File: src/rtl/cache_mem_arbiter.sv
// cache_mem_arbiter
//   Shares the single physical-memory port between the instruction cache
//   (fetch miss path) and the data cache (MEM-stage fill/writeback path).
//   One pmem transaction is outstanding at a time. Conflicts are resolved
//   round-robin so neither pipeline stage starves. Saturating counters
//   record grants per requester and IDLE cycles in which both sides request.
//
// Handshake (all three links):
//   A requester raises read/write and holds it, address and wdata stable,
//   until it sees its one-cycle resp pulse. resp is the only completion
//   indication. rdata is valid only in the resp cycle. Downstream, the
//   pmem_read/pmem_write strobe stays high until pmem_resp is seen.
//
// Ports
//   clk, reset                 clock; synchronous active-high reset
//   i_mem_read/address         icache fill request and line address
//   i_mem_rdata/resp           fill data and completion to icache
//   d_mem_read/write/address   dcache fill / writeback request
//   d_mem_wdata                dcache writeback line
//   d_mem_rdata/resp           fill data and completion to dcache
//   pmem_read/write            downstream strobes (registered)
//   pmem_address/wdata         downstream address / write line (registered)
//   pmem_rdata/resp            downstream read line and completion
//   perf_clear                 synchronous clear of the perf counters
//   perf_i_grants/d_grants     saturating grant counters
//   perf_conflicts             saturating count of IDLE conflict cycles
//   dbg_state                  current FSM state (0 IDLE, 1 SERVE_I, 2 SERVE_D)
module cache_mem_arbiter #(
  parameter int ADDR_W = 16,
  parameter int LINE_W = 128,
  parameter int CNT_W  = 16
) (
  input  logic              clk,
  input  logic              reset,
  input  logic              i_mem_read,
  input  logic [ADDR_W-1:0] i_mem_address,
  output logic [LINE_W-1:0] i_mem_rdata,
  output logic              i_mem_resp,
  input  logic              d_mem_read,
  input  logic              d_mem_write,
  input  logic [ADDR_W-1:0] d_mem_address,
  input  logic [LINE_W-1:0] d_mem_wdata,
  output logic [LINE_W-1:0] d_mem_rdata,
  output logic              d_mem_resp,
  output logic              pmem_read,
  output logic              pmem_write,
  output logic [ADDR_W-1:0] pmem_address,
  output logic [LINE_W-1:0] pmem_wdata,
  input  logic [LINE_W-1:0] pmem_rdata,
  input  logic              pmem_resp,
  input  logic              perf_clear,
  output logic [CNT_W-1:0]  perf_i_grants,
  output logic [CNT_W-1:0]  perf_d_grants,
  output logic [CNT_W-1:0]  perf_conflicts,
  output logic [1:0]        dbg_state
);

  typedef enum logic [1:0] {
    IDLE    = 2'd0,
    SERVE_I = 2'd1,
    SERVE_D = 2'd2
  } state_t;

  localparam logic [CNT_W-1:0] CNT_MAX = '1;

  state_t            state_q, state_d;
  logic              op_write_q;
  logic              last_was_d_q;
  logic [ADDR_W-1:0] addr_q;
  logic [LINE_W-1:0] wdata_q;

  logic i_req, d_req;
  logic grant_i, grant_d, conflict;

  assign i_req = i_mem_read;
  assign d_req = d_mem_read | d_mem_write;

  // Next state, grant decision and completion routing.
  always_comb begin
    state_d    = state_q;
    grant_i    = 1'b0;
    grant_d    = 1'b0;
    conflict   = 1'b0;
    i_mem_resp = 1'b0;
    d_mem_resp = 1'b0;
    case (state_q)
      IDLE: begin
        conflict = i_req & d_req;
        if (i_req && d_req) begin
          // Alternate: whoever was not granted last wins the tie.
          if (last_was_d_q) grant_i = 1'b1;
          else              grant_d = 1'b1;
        end else if (d_req) begin
          grant_d = 1'b1;
        end else if (i_req) begin
          grant_i = 1'b1;
        end
        if (grant_d)      state_d = SERVE_D;
        else if (grant_i) state_d = SERVE_I;
      end
      SERVE_I: begin
        if (pmem_resp) begin
          i_mem_resp = 1'b1;
          state_d    = IDLE;
        end
      end
      SERVE_D: begin
        if (pmem_resp) begin
          d_mem_resp = 1'b1;
          state_d    = IDLE;
        end
      end
      default: state_d = IDLE;
    endcase
  end

  // State and captured transaction. A stale pmem_resp seen in IDLE falls
  // through the case above and is dropped.
  always_ff @(posedge clk) begin
    if (reset) begin
      state_q      <= IDLE;
      op_write_q   <= 1'b0;
      last_was_d_q <= 1'b0;
      addr_q       <= '0;
      wdata_q      <= '0;
    end else begin
      state_q <= state_d;
      if (grant_d) begin
        addr_q       <= d_mem_address;
        wdata_q      <= d_mem_wdata;
        // read+write together is illegal; it resolves as a write.
        op_write_q   <= d_mem_write;
        last_was_d_q <= 1'b1;
      end else if (grant_i) begin
        addr_q       <= i_mem_address;
        wdata_q      <= d_mem_wdata;
        op_write_q   <= 1'b0;
        last_was_d_q <= 1'b0;
      end
    end
  end

  // Perf counters: clear beats a same-cycle increment; hold at all-ones.
  always_ff @(posedge clk) begin
    if (reset || perf_clear) begin
      perf_i_grants  <= '0;
      perf_d_grants  <= '0;
      perf_conflicts <= '0;
    end else begin
      if (grant_i && perf_i_grants != CNT_MAX)
        perf_i_grants <= perf_i_grants + CNT_W'(1);
      if (grant_d && perf_d_grants != CNT_MAX)
        perf_d_grants <= perf_d_grants + CNT_W'(1);
      if (conflict && perf_conflicts != CNT_MAX)
        perf_conflicts <= perf_conflicts + CNT_W'(1);
    end
  end

  // Downstream side is driven only from registered state.
  assign pmem_read    = (state_q != IDLE) & ~op_write_q;
  assign pmem_write   = (state_q != IDLE) &  op_write_q;
  assign pmem_address = addr_q;
  assign pmem_wdata   = wdata_q;

  assign i_mem_rdata = pmem_rdata;
  assign d_mem_rdata = pmem_rdata;
  assign dbg_state   = state_q;

endmodule

File: config.mk
export PLATFORM = sky130hd
export DESIGN_NAME = cache_mem_arbiter
export DESIGN_NICKNAME = d
export VERILOG_FILES = /design/src/rtl/cache_mem_arbiter.sv
export SDC_FILE = /design/constraint.sdc
export NUM_CORES = 1
export LEC_CHECK = 0
export CAP_MARGIN = 20
export CORE_AREA = 2 2 288 290
export DETAILED_ROUTE_END_ITERATION = 7
export DIE_AREA = 0 0 290 292
export SYNTH_ARGS = -nofsm -noshare
export SYNTH_HDL_FRONTEND = slang
export SYNTH_SLANG_ARGS = --single-unit
File: constraint.sdc
create_clock -name clk -period 3.25 [get_ports clk]
set_input_delay 0.325 -clock clk [delete_from_list [all_inputs] [get_ports clk]]
set_output_delay 0.325 -clock clk [all_outputs]
set_load 0.05 [all_outputs]
Figure 1. Wiring heat map.
29 x 29 tiles, from dark purple (low) to yellow (high), scaled to the fullest tile. Values are wire area over tile area, all layers added.
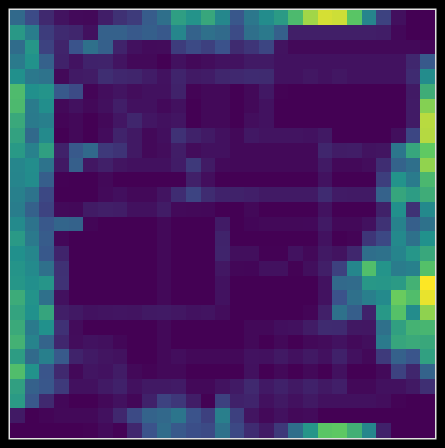
The densest ninth of the die: east. The emptiest ninth of the die: centre. 27% of the tiles are nearly empty. The fullest tile reaches 0.57. 8.9% of the tiles are over half the peak. The mean over all tiles is 0.083.
Via Count: 8702
DR WL/cell: 16.2 um
DRT Wirelength: 39.0 mm

Figure 2. Cell area per tile.
Scale bar: 100 um. 29 x 29 tiles, from dark purple (low) to yellow (high), 0 to 100% covered.
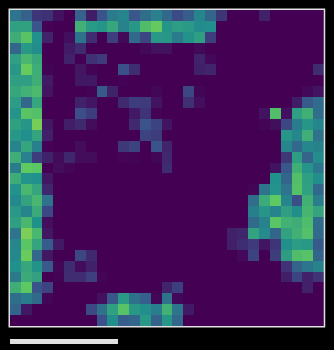
The fullest tile reaches 80%. 0.70% of the tiles are over 75% full. The emptiest ninth of the die: centre.
post-layout util: 0.164
fp util: 0.119
Core Region: 0.0816 mm^2

Figure 3. Clock wiring as the flow saved it.
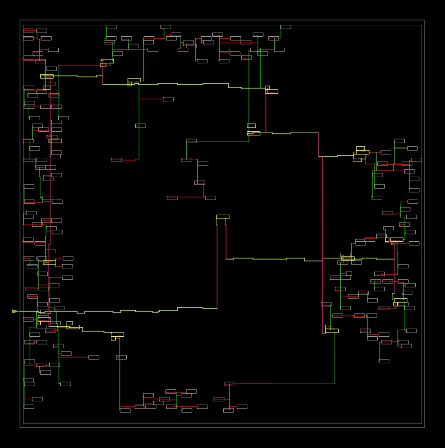
flip-flops: 196
Latency at later pin: 0.51 ns
Final Skew: 0.0121 ns

==> out/results.txt <==
Top cell area share: 0.403
# resized after CTS: 0
Pre-CTS WS: 0.555 ns
Worst VDD drop: 0.457 mV
Multi-In Gates: 717
Uppermost routed layer: met5
Run status: complete, no violations
Worst setup EP type: primary output
Syn. warnings: 0
Top-count cell post-synth: nand2_1
GRT Residual Overflow: 0
Vias in the first global route: 8479
Flop area: 0.00392 mm^2
Synth area leader: dfxtp_1
Type of the worst setup path: reg2out
Metal2 WL: 16.5 mm
Slew headroom: 0.359
Hold Crit Class: in2reg
IO Pins: 749
Yosys cell count: 1241
Setup Fix Bufs, Post-CTS: 0
Die Y: 292 um
Global-route wire length before repair: 55.8 mm
Die width: 290 um
# diodes: 0
Hold_ws: 0.214 ns
Min setup slack post-route: 0.459 ns
Logic area: 0.00365 mm^2
Min Clock Period, post-route: 2.79 ns
Most frequent cells in the layout: clkdlybuf4s50_1 (363), nand2_1 (317), dfxtp_1 (196)
Post-Syn Area: 0.00974 mm^2
Tool warnings: 28
P&R area growth vs syn: 37.2%
DIE AREA: 0.0847 mm^2
Power density cells: 579 mW/mm^2
Number of instances in the placed design: 2376
CTS Buf Count: 17
Max Cap Violations: 0
Cycle use final: 0.859
Filler cells: 9201
RSZ-0062 raised after global routing: no
Root buf cell: clkbuf_16
Met1 Use GR: 0.0940
Simple-Gate Area Share: 0.208
CP required: 2.92 ns
Invs w/o clock: 7
Initial DRC Count: 376
Layout clock area frac: 0.0431
TritonCTS clock tree: done
Hold-fix buffers at CTS: 0
Cell leakage power: 0.00444 uW
CP peak stage delay: 0.92 ns
Clk pin slew, worst setup/hold paths: 0.08 ns
Chip Area, Yosys: 0.00974 mm^2
Antenna violations before repair: 5
Setup_tns: 0 ns
M2 GR Usage: 0.132
Synth Area in XOR/XNOR: 0
-- final timing paths --
kind,slack (ns),depth (start not counted),to,startpoint
max,0.46,4,pmem_read,dbg_state[0]$_SDFFE_PP0P_
min,0.21,2,op_write_q$_SDFFE_PP0P_,reset
max reg2reg,0.63,6,perf_conflicts[15]$_SDFFE_PP0P_,dbg_state[0]$_SDFFE_PP0P_
min reg2reg,0.45,2,pmem_wdata[81]$_SDFFE_PP0P_,pmem_wdata[81]$_SDFFE_PP0P_
-- where the power goes --
| part | internal [uW] | switching (uW) | total [uW] |
|---|---|---|---|
| Combinational | 908 | 1820 | 2730 |
| Clock | 1040 | 1170 | 2210 |
| Sequential | 2670 | 144 | 2810 |
| Total | 4610 | 3130 | 7740 |
Power and IR drop assume default switching activity.
